==> config.mk <==
export PLATFORM = sky130hd
export DESIGN_NAME = dsp_sequencer
export DESIGN_NICKNAME = d
export VERILOG_FILES = /design/src/rtl/dsp_sequencer.sv
export SDC_FILE = /design/constraint.sdc
export NUM_CORES = 1
export LEC_CHECK = 0
export ABC_AREA = 0
export CORE_MARGIN = 1
export CORE_UTILIZATION = 47
export DETAILED_ROUTE_END_ITERATION = 12
export HOLD_SLACK_MARGIN = 0.03
export PLACE_DENSITY = 0.85
export SYNTH_ARGS = -nofsm -noshare
export SYNTH_HDL_FRONTEND = slang
export SYNTH_SLANG_ARGS = --single-unit
==> constraint.sdc <==
create_clock -name clk -period 5.4 [get_ports clk]
set_clock_uncertainty 0.1 [all_clocks]
set_input_delay 1.62 -clock clk [delete_from_list [all_inputs] [get_ports clk]]
set_output_delay 1.62 -clock clk [all_outputs]
set_load 0.01 [all_outputs]
==> run_1/wires.png <==
Only two layers are drawn.
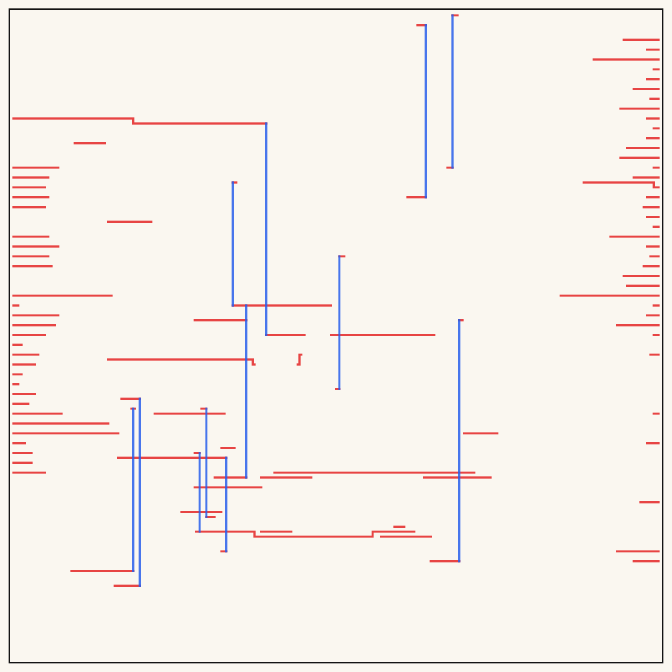
blue -> metal 4  # wire length 254 microns
red -> metal 3  # wire length 531 microns
total global routing track utilization: 21.4%
WL/cell: 14.2 microns
DRT Wirelength: 8340 microns

==> run_1/layer_met3.png <==
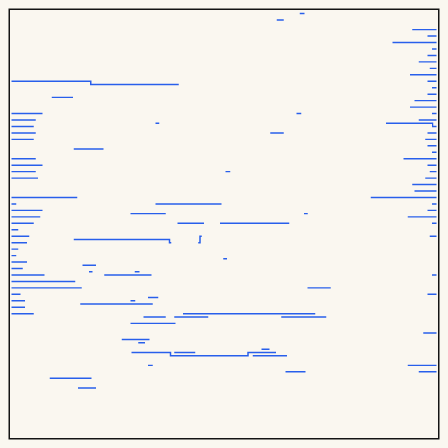
share of all routed wire = 6.4%
main direction = horizontal
met3 GRT Util: 4.99%
via count: 3173

==> run_1/flops_by_reg.png <==
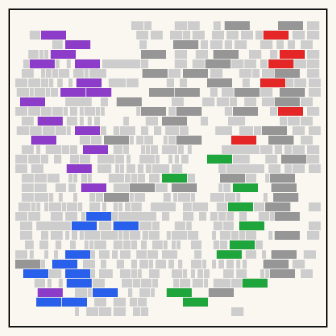
red -> instr_opcode  # sequential cells 6, where upper right
blue -> len  # sequential cells 11, where lower left
purple -> frame_count  # sequential cells 16
green -> pc  # sequential cells 10
sequential cell area share: 33.7%
fin util: 66.9%
Power Sequential: 694 uW
register area: 1660 sq um

==> run_1/congestion.png <==
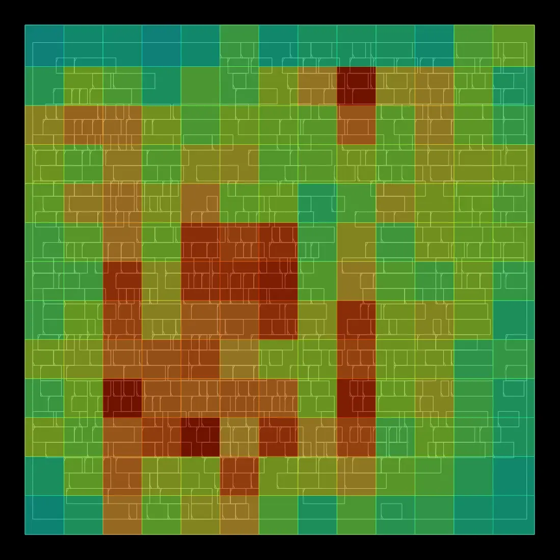
met2 Use GR: 35.8%
GRT busiest layer: met2

==> changes_impl.md, run 1 <==
### Physical design

- DRC violations left: 0
- Simple Share, Synth: 24.8%
- Chip area: 8130 sq um
- RSZ-0062 raised after global routing: false
- Top layer in use: met4
- Seq/Total Area, Yosys: 45.5%
- H-Tree Depth: 3
- Clock transition at the registers of the reported paths: 0.08 ns
- Final ANT Viol Nets: 0
- XOR-XNOR Cells, Area Fraction: 8.63%
- Area Overhead vs Synth: 35.0%
- Post-synth regs: 83
- Net Sw Frac: 30.2%
- Pleak: 0.00192 uW
- Crit-path cells: clkdlybuf4s50_1 -> or3_1 -> nor3_2 -> nor3_2 -> a21oi_2 -> a41oi_1 -> o21ai_0 -> a22o_1
- Mean area per synthesized cell: 9.29 sq um
- Post-layout period usage: 77.7%
- Critical Path Sink Type: register
- Total negative slack: 0 ns
- CTS buffer count: 9
- Met3 WL: 531 microns
- Most frequent CP cell: nor3_2
- Clock Path Buffers: 2
- Power Clock: 591 uW
- GP Congestion: 0.815
- Sink Count: 83
- Final hold vios: 0
- Die width: 90.2 microns
- Met2 Wirelength: 3920 microns
- Global-route wire length before repair: 14300 microns
- Core Box Area: 7370 sq um
- Vias in the first global route: 3148
- Complex Gates by Area: 11.7%
- Met1 WL: 3630 microns
- Pin count of the biggest net entering global routing: 37
- Outcome: finished clean
- Yosys stat cell total: 393
- Top cell type by total area after synthesis: dfxtp_1
- Overflow after GRT: 0
- Clk pwr share: 34.0%
- Yosys stat area: 3650 sq um
- Min Tclk post-route: 4.20 ns
- Peak supply drop: 189 uV
- Buffer count from post-CTS setup fixing: 0
- Area share of fa/ha/maj cells after synthesis: 2.74%
- Max-cap violations: 0
- Worst-Margin Slew: 0.934 ns
- Comb power frac: 26.2%
run 1: critical path, delay by kind of cell:
kind	cells	cell delay, ns
AOI/OAI and AO/OA	4	1.35
buffers and inverters	1	0.48
and+or+nand+nor	3	0.90
run 1: area by class of cell:
cell class / instances / area share (%)
Clock buffer: 9 / 2.51
Clock inverter: 7 / 2.99
Multi-Input combinational cell: 276 / 37.1
Sequential cell: 83 / 33.7
Tap cell: 99 / 2.51
Timing Repair Buffer: 99 / 20.1
Inverter: 15 / 1.14
run 1: through the flow:
step / instances / area (sq um) / power, uW / worst slack, ns
finish: 588 / 4930 / 1740 / 1.20
floorplan: 393 / 3650 / 1030 / 1.85
detailed placement: 571 / 4650 / 1160 / 0.806
CTS: 587 / 4920 / 1750 / 1.19
global route: 588 / 4930 / 1830 / 0.971
global placement: 571 / 4650 / 1140 / 0.961
==> run_1/io_placement.png <==
Pins as bars across the die edge, other pins in gray.
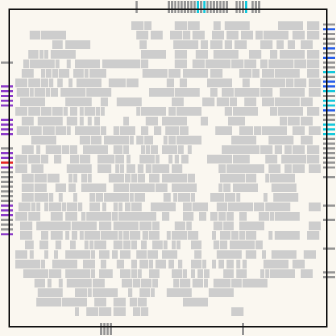

==> run 2, diff against run 1 <==
--- a/config.mk
+++ b/config.mk
@@ -7,10 +7,10 @@
 export LEC_CHECK = 0
 export ABC_AREA = 0
 export CORE_MARGIN = 1
-export CORE_UTILIZATION = 47
+export CORE_UTILIZATION = 44
 export DETAILED_ROUTE_END_ITERATION = 12
 export HOLD_SLACK_MARGIN = 0.03
-export PLACE_DENSITY = 0.85
+export PLACE_DENSITY = 0.84
 export SYNTH_ARGS = -nofsm -noshare
 export SYNTH_HDL_FRONTEND = slang
 export SYNTH_SLANG_ARGS = --single-unit
==> constraint.sdc (replaced) <==
create_clock -name clk -period 3.8 [get_ports clk]
set_clock_uncertainty 0.1 [all_clocks]
set_input_delay 1.14 -clock clk [delete_from_list [all_inputs] [get_ports clk]]
set_output_delay 1.14 -clock clk [all_outputs]
set_load 0.01 [all_outputs]
==> run_2/io_placement.png <==
Pins as bars across the die edge, other pins in gray.
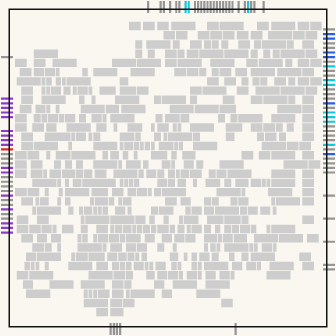
purple -> frame_count  # pins 16, direction output, edge left
red -> enable  # pins 1, direction input, edge left
cyan -> instr_param_addr  # pins 10, direction output, edge 7 right, 3 top
blue -> instr_opcode  # pins 6, direction output, edge right
all pins by edge = 37 right, 29 left, 27 top, 5 bottom
die width: 93.1 microns
# port buffers: 97
height of the die: 93.1 microns

==> run 2 against run 1 <==
Net effect: wire length is 1.7% lower; total power is 30% higher; cell area fell by 1.1%; combinational power grew 45%; clock-buffer cell count is the same; highest routed layer unchanged; largest power group unchanged; critical endpoint is now frame_count[10]; critical path type unchanged.
==> changes_impl.md, run 2 <==
### Physical design

- Outcome: finished clean
- Max-cap violations: 0 (unchanged)
- Comb area share: 37.5% (+0.43 points)
- Critical Path Sink Type: register
- Pleak: 0.00189 uW (-1.3%)
- #MultiIn Comb: 276 (unchanged)
- Peak supply drop: 253 uV (+34%)
- Global-route wire length before repair: 13400 microns (-6.2%)
- Simple Share, Synth: 24.8% (unchanged)
- Chip area: 8670 sq um (+6.7%)
- WL/cell: 13.8 microns (-2.7%)
- Post-layout period usage: 86.6%
- ClkCell Share: 3.95% (-1.6 points)
- Clk pwr share: 27.3% (-6.7 points)
- Net Sw Frac: 34.3% (+4.1 points)
- Clock transition at the registers of the reported paths: 0.09 ns (about the same)
- Area share of fa/ha/maj cells after synthesis: 2.74% (unchanged)
- Worst-Margin Slew: 1.18 ns (+0.244 ns)
- Vias in the first global route: 2804 (-11%)
- DP Worst Slack: 0.119 ns (-0.687 ns)
- Final std cells w/o fill: 594 (+1.0%)
- Min Tclk post-route: 3.29 ns
- Register area: 1660 sq um (unchanged)
- Overflow after GRT: 0 (unchanged)
- Area Overhead vs Synth: 33.5%
- # clk buffers: 9 (unchanged)
- Layout buffering overhead excluding clock cells: 20.7% (+0.62 points)
- Comb power frac: 29.2% (+3.0 points)
- Setup WS post-layout: 0.510 ns (-0.694 ns)
- Pin count of the biggest net entering global routing: 27 (-27%)
- DRC violations left: 0 (unchanged)
- Yosys stat area: 3650 sq um (unchanged)
- Seq/Total Area, Yosys: 45.5% (unchanged)
- Total global routing track utilization: 19.6% (-1.9 points)
- Sink Count: 83 (unchanged)
- XOR-XNOR Cells, Area Fraction: 8.63% (unchanged)
- Signal inverters: 15 (unchanged)
- Final Cell Area: 4870 sq um (-1.1%)
- GP Congestion: 0.890 (+9.1%)
- Placed cell area: 4680 sq um (+0.73%)
- Met2 Wirelength: 3620 microns (-7.7%)
- CTS buffer count: 9 (unchanged)
- Post-synth regs: 83 (unchanged)
- Largest cell class by area: multi-input combinational cells
- N_taps: 102 (+3.0%)
- Clock Path Buffers: 2 (unchanged)
- GRT busiest layer: met2
- Met2 Use GR: 30.7% (-5.1 points)
==> run_2/flops_by_reg.png <==
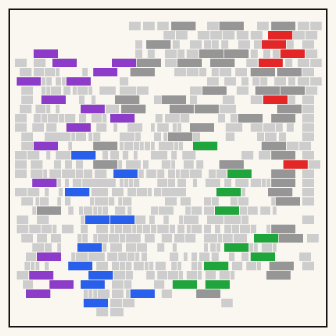
red -> instr_opcode  # sequential cells 6, where upper right
purple -> frame_count  # sequential cells 16
blue -> len  # sequential cells 11
green -> pc  # sequential cells 10
Power Sequential: 986 uW
fin util: 61.8%
sequential cell area share: 34.1%

==> run 2: netlist changes by cell type in the layout (fill, tap and decap cells not counted), sizes merged <==
cell | previous run | this run
buf | 2 | 5
bufinv | 4 | 0
clkinvlp | 1 | 2
inv | 17 | 20
==> run 2: worst max-delay path: cells and delay by family <==
kind | cells | cell delay [ns]
AND/OR/NAND/NOR | 5 | 1.41
XOR/XNOR | 1 | 0.16
buffers and inverters | 1 | 0.43
AND-OR/OR-AND | 1 | 0.34
==> run 2: kinds of logic after synthesis <==
| family | Yosys count |
|---|---|
| xor gates and xnor gates | 36 |
| DFF | 83 |
| adders and majority gates | 8 |
| buffers and inverters | 34 |
| and+or+nand+nor | 166 |
| AOI/OAI and AO/OA | 58 |
| muxes | 8 |
Power is estimated from default activity; no workload was simulated.
